$ cat src/rtl/prog_loader_pkg.sv
// Shared definitions for the byte-stream program loader: FSM states and frame geometry.
package prog_loader_pkg;

  typedef enum logic [2:0] {
    IDLE,
    LEN_HI,
    LEN_LO,
    DATA,
    CHECK,
    DONE,
    ERROR
  } state_t;

  localparam int unsigned BYTES_PER_WORD = 4;
  localparam int unsigned LEN_BYTES      = 2;
  localparam int unsigned WORD_W         = 32;

endpackage

$ cat src/rtl/prog_loader.sv
// Boot loader: parses a length/words/checksum byte frame, writes words to memory,
// and holds the CPU in reset until the image is written and verified.
module prog_loader
  import prog_loader_pkg::*;
#(
  parameter int unsigned ADDR_W    = 10,
  parameter int unsigned MAX_WORDS = 1024
) (
  input  logic              CLK,
  input  logic              RST_N,
  input  logic              start,
  input  logic              in_valid,
  input  logic [7:0]        in_data,
  output logic              in_ready,
  output logic              mem_we,
  output logic [ADDR_W-1:0] mem_addr,
  output logic [WORD_W-1:0] mem_wdata,
  output logic              cpu_hold,
  output logic              done,
  output logic              err
);

  localparam logic [15:0] MAX_N     = 16'(MAX_WORDS);
  localparam logic [1:0]  LAST_BYTE = 2'(BYTES_PER_WORD - 1);

  state_t            state, state_nx;
  logic [15:0]       len;
  logic [ADDR_W:0]   word_cnt;
  logic [1:0]        byte_cnt;
  logic [WORD_W-9:0] shift_q;
  logic [7:0]        csum;
  logic              take, arm, word_end, last_word;
  logic [15:0]       req_len;

  assign take      = in_valid && in_ready;
  assign arm       = start && (state == IDLE || state == DONE || state == ERROR);
  assign word_end  = (byte_cnt == LAST_BYTE);
  assign last_word = (16'(word_cnt) == len - 16'd1);
  assign req_len   = {len[15:8], in_data};

  always_ff @(posedge CLK or negedge RST_N) begin
    if (!RST_N) state <= IDLE;
    else        state <= state_nx;
  end

  always_comb begin
    state_nx = state;
    in_ready = 1'b0;
    case (state)
      IDLE, DONE, ERROR: if (start) state_nx = LEN_HI;
      LEN_HI: begin
        in_ready = 1'b1;
        if (in_valid) state_nx = LEN_LO;
      end
      LEN_LO: begin
        in_ready = 1'b1;
        if (in_valid) begin
          if (req_len > MAX_N)      state_nx = ERROR;
          else if (req_len == '0)   state_nx = CHECK;
          else                      state_nx = DATA;
        end
      end
      DATA: begin
        in_ready = 1'b1;
        if (in_valid && word_end && last_word) state_nx = CHECK;
      end
      CHECK: begin
        in_ready = 1'b1;
        if (in_valid) state_nx = (in_data == csum) ? DONE : ERROR;
      end
      default: state_nx = IDLE;
    endcase
  end

  assign done     = (state == DONE);
  assign err      = (state == ERROR);
  assign cpu_hold = (state != DONE);

  // Only the low three bytes are kept; the fourth arrives on in_data and completes the word.
  always_ff @(posedge CLK or negedge RST_N) begin
    if (!RST_N) begin
      len       <= '0;
      word_cnt  <= '0;
      byte_cnt  <= '0;
      shift_q   <= '0;
      csum      <= '0;
      mem_we    <= 1'b0;
      mem_addr  <= '0;
      mem_wdata <= '0;
    end else begin
      mem_we <= 1'b0;
      if (arm) begin
        len      <= '0;
        word_cnt <= '0;
        byte_cnt <= '0;
        shift_q  <= '0;
        csum     <= '0;
      end
      if (take) begin
        case (state)
          LEN_HI: len[15:8] <= in_data;
          LEN_LO: len[7:0]  <= in_data;
          DATA: begin
            shift_q  <= {shift_q[WORD_W-17:0], in_data};
            csum     <= csum ^ in_data;
            byte_cnt <= byte_cnt + 2'd1;
            if (word_end) begin
              mem_we    <= 1'b1;
              mem_addr  <= word_cnt[ADDR_W-1:0];
              mem_wdata <= {shift_q, in_data};
              word_cnt  <= word_cnt + (ADDR_W+1)'(1);
            end
          end
          default: ;
        endcase
      end
    end
  end

endmodule

$ cat config.mk
export PLATFORM = sky130hd
export DESIGN_NAME = prog_loader
export DESIGN_NICKNAME = d
export VERILOG_FILES = /design/src/rtl/prog_loader_pkg.sv /design/src/rtl/prog_loader.sv
export SDC_FILE = /design/constraint.sdc
export NUM_CORES = 1
export LEC_CHECK = 0
export ABC_CLOCK_PERIOD_IN_PS = 3720
export CORE_ASPECT_RATIO = 1.5
export CORE_MARGIN = 5
export CORE_UTILIZATION = 45
export CTS_CLUSTER_DIAMETER = 30
export DETAILED_ROUTE_END_ITERATION = 12
export DONT_BUFFER_PORTS = 1
export PLACE_DENSITY = 0.68
export SYNTH_ARGS = -nofsm -noshare
export SYNTH_HDL_FRONTEND = slang
export SYNTH_SLANG_ARGS = --single-unit
$ cat constraint.sdc
create_clock -name CLK -period 3.72 [get_ports CLK]
set_clock_uncertainty 0.05 [all_clocks]
set_input_delay 0.744 -clock CLK [delete_from_list [all_inputs] [get_ports CLK]]
set_output_delay 0.744 -clock CLK [all_outputs]
set_load 0.05 [all_outputs]
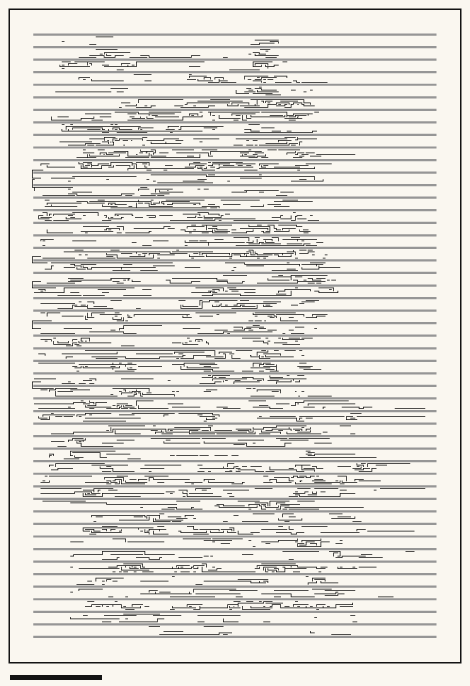
*Signal wires on met1, run 1*
Scale bar: 20 um. Supply wires on this layer in gray.
main direction: horizontal
nets with wire on the layer: 548
met1 Resource Use GR: 22.5%
vias after detailed routing: 4113
final wirelength: 12200 um

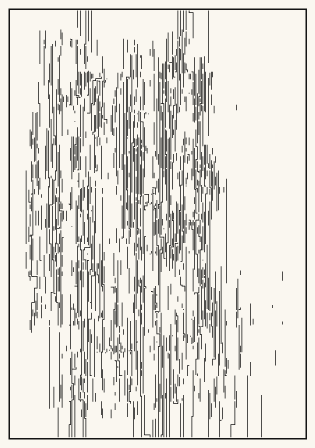
*Metal 2, run 1*
wire length on this layer: 6390 um
nets with wire on the layer: 477
main direction: vertical
share of all routed wire: 52%
GR met2 Demand/Resource: 33.4%

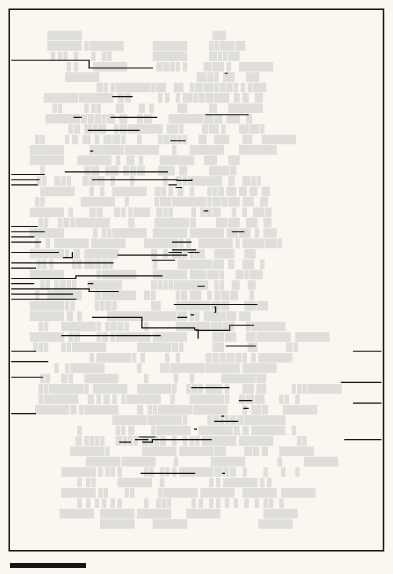
*The metal 3 layer, run 1*
Scale bar: 20 um. Cells faint in the background.
nets with wire on the layer: 48
share of all routed wire: 5.2%
wire length on this layer: 632 um
M3 GR Usage: 4.08%

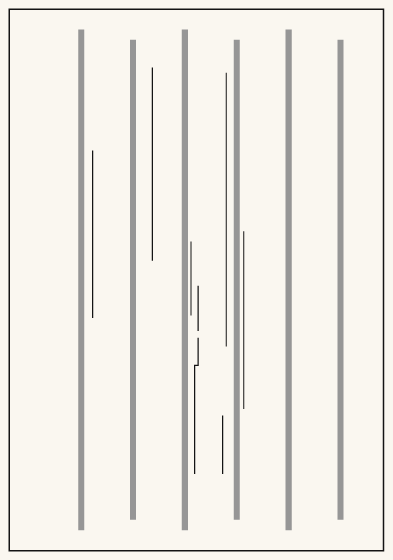
*M4 wires, run 1*
Supply wires on this layer in gray.
nets with wire on the layer: 6
main direction: vertical
wire length on this layer: 293 um

==> out/notes.md, run 1 <==
For reference, the top cells by area after synthesis are sky130_fd_sc_hd__dfrtp_1 52%, sky130_fd_sc_hd__nand2_1 16%, sky130_fd_sc_hd__o21ai_0 6.5%. The most used routing layer in global routing was met2. Tracing the worst setup path back leads to its startpoint at state[0]$_DFFE_PN0P_. The number of synthesized flops with an enable pin was 0; the routed length on met1 was 4900 um. The worst endpoint required time was 2.93 ns. In this design, the largest share of critical-path delay is due to simple AND/OR/NAND/NOR gates.

According to the floorplan log, the row count is 48. OpenSTA, run right after detailed placement, puts the worst setup slack at 1.10 ns. With the CTS clock-pin slew for the worst setup and hold paths at 0.07 ns, the reported max-cap violation count is 0.

The arrival time of data at the worst endpoint is listed as 2.13 ns. The final cell count without fillers is 745. The hold violation count in the final report was 0.

Once layout is complete, the utilization of the core stands at 48.7%. After Yosys synthesis, AND-OR and OR-AND compound gates account for 12.4% of the synthesized area. Among all stages on the critical path, the maximum delay recorded is 0.57 ns. The run gives 1 for the worst path buffer plus inverter count. The tools report the end of the critical path as done.

The run finished with clean final reports. For the post-synthesis net count, the log shows 624. For this design, the slowest cell found on the critical path is sky130_fd_sc_hd__dfrtp_1.

Of the total standard cell area in the layout, the sequential portion is 48.2%. The placed instances occupy a cell area of 5270 um2. The async set-reset flop share out of synthesis was 100%; the weighted congestion at the end of routability-driven global placement was 0.913. The post-route netlist has 5.38% of its cells at a drive strength greater than 1.

The run gives 0 as the count of warnings emitted by yosys. In the layout the commonest cells are 226 x sky130_fd_sc_hd__nand2_1, 107 x sky130_fd_sc_hd__dfrtp_1, 67 x sky130_fd_sc_hd__o21ai_0. The floorplan report lists the tap cell count as 150.

STA classifies the critical path endpoint as an output port. In this run the horizontal extent of the chip is 97.6 um. Entering global routing, the biggest net connects 108 pins. The run gives 5170 um2 for the post-synthesis cell area. The net count of the finished layout is 606.

The final layout report lists a non-clock buffer count of 7. The first TritonRoute pass finished after 5 iterations. For this run, the script counts the antenna cells in the layout as 0. The most numerous cell in the Yosys netlist is sky130_fd_sc_hd__nand2_1.

Multi-input combinational cells in the finished layout were counted as 449. The data-path buffer share of cell area in the final layout works out to 0.946%. OpenROAD reports that the post-layout worst path occupies 78.6% of the period.
-- run 1: worst min path at each step --
| stage | start | endpoint | slack [ns] | depth (start not counted) |
|---|---|---|---|---|
| after floorplan | shift_q[16]$_DFF_PN0_ | mem_wdata[24]$_DFFE_PN0P_ | 0.39 | 2 |
| after global placement | RST_N | mem_wdata[18]$_DFFE_PN0P_ | 0.40 | 0 |
| after detailed placement | RST_N | mem_wdata[13]$_DFFE_PN0P_ | 0.40 | 0 |
| after CTS | RST_N | mem_wdata[31]$_DFFE_PN0P_ | 0.03 | 0 |
| after global routing | RST_N | mem_wdata[25]$_DFFE_PN0P_ | 0.01 | 0 |
| final | RST_N | mem_we$_DFF_PN0_ | 0.03 | 0 |
### Clock routing, run 1

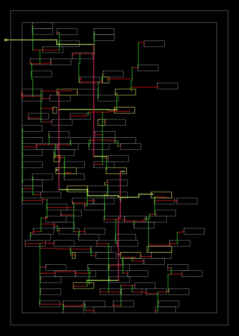

==> run 1 -> run 2 <==
ABC_CLOCK_PERIOD_IN_PS = 2900   (was 3720)
clock period = 2.9 ns   (was 3.72 ns; I/O delays follow)
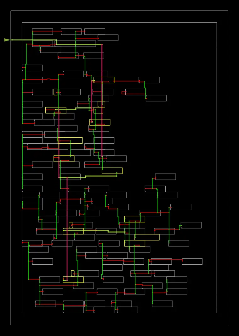
*Clock routing, run 2*
Num CTS Buffers: 9
sequential cell count of the final layout: 107
insertion delay to the later sink of the worst-skew pair: 0.34 ns
number of clock sinks seen by CTS: 107

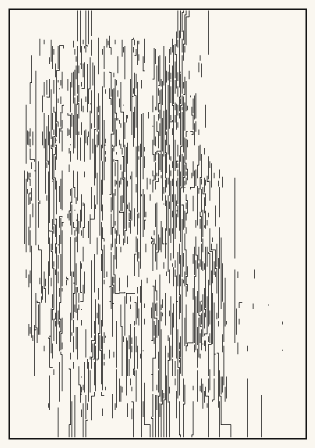
*Metal 2, run 2*
GR met2 Demand/Resource: 32.2%
vias after detailed routing: 4105

==> out/notes.md, run 2 <==
The flow ran to the end, but the final reports show violations. Delay contributed by the slowest stage of the critical path: 0.44 ns (-0.13 ns). The CTS clock-pin slew for the worst setup and hold paths works out to 0.07 ns (about the same). The tapcell count came out at 150 (unchanged).

The data-path buffer share of cell area in the final layout was 1.47% (+0.52 points); the data arrival time of the critical path was 2.67 ns (+0.54 ns). The tools report the placed instance area as 5300 um2 (+0.57%). The most numerous cell in the Yosys netlist was sky130_fd_sc_hd__nand2_1.

The worst setup path is captured at a register. The worst path buffer plus inverter count was 1 (unchanged). Post-place setup slack: 0.500 ns (-0.598 ns). The run gives 449 (unchanged) as the count of multi-input combinational gates. In this design, the largest share of critical-path delay is due to simple AND/OR/NAND/NOR gates. The run gives 3.13 ns (+0.20 ns) for the worst endpoint required time. By area the synthesized netlist is led by sky130_fd_sc_hd__dfrtp_1 52%, sky130_fd_sc_hd__nand2_1 16%, sky130_fd_sc_hd__o21ai_0 6.5%. The count of plain and timing-repair buffers was 11 (+4). The and-or/or-and share of the synthesized area is 12.4% (unchanged). The area of the core came out at 11400 um2. Per the cell usage report, the commonest logic cells after layout are 226 x sky130_fd_sc_hd__nand2_1, 107 x sky130_fd_sc_hd__dfrtp_1, 67 x sky130_fd_sc_hd__o21ai_0. The count of antenna diodes in the layout was 0 (unchanged); the weighted congestion at the end of routability-driven global placement was 0.839 (-8.2%). The post-route core utilization was 49.2% (+0.52 points); the post-synthesis net count was 624 (unchanged). With the final cell count without fillers at 750 (+0.67%), the net total in the final layout is 610 (+0.66%).

The logs give -0.122 ns for the worst hold slack and 0 (unchanged) for the count of warnings emitted by yosys. The final reports fail on hold timing. Async set-reset flop share out of synthesis: 100% (unchanged). Number of optimization iterations in the first detailed-route pass: 4 (-1).

The run gives 0 (unchanged) for the number of synthesized flops with an enable pin. The run gives 107 (+107) as the hold violation count in the final report. The sequential share of cell area came out at 47.7% (-0.50 points). The most frequent logic cell in the layout is sky130_fd_sc_hd__nand2_1. With the cell row count at 48 (unchanged), the sequential share of the synthesized area is 51.8%. The horizontal die dimension came out at 97.6 um (unchanged). The routed length on met1 came out at 4970 um (+1.4%). On the critical path, the stage with the largest delay is an instance of sky130_fd_sc_hd__dfrtp_1. The run gives 5170 um2 (unchanged) as the post-synthesis cell area.

Share of layout cells above drive strength 1: 6.00% (+0.62 points).
-- run 2: cell counts after synthesis --
Identical to the previous run, type by type.
-- run 2: worst max-delay path by stage --
stage,cells past startpoint,to,start
final,8,state[2]$_DFFE_PN0P_,len[0]$_DFF_PN0_
after CTS,8,state[0]$_DFFE_PN0P_,len[0]$_DFF_PN0_
after detailed placement,8,state[0]$_DFFE_PN0P_,len[0]$_DFF_PN0_
after global routing,8,state[2]$_DFFE_PN0P_,len[0]$_DFF_PN0_
after floorplan,3,err,state[2]$_DFFE_PN0P_
after global placement,8,state[0]$_DFFE_PN0P_,len[0]$_DFF_PN0_
-- run 2: layer usage --
layer	global-route usage, %	vias to the layer above
met1	22.3	2011
met2	32.2	78
met5	0	-
met3	3.79	24
met4	7.37	0
li1	-	1992
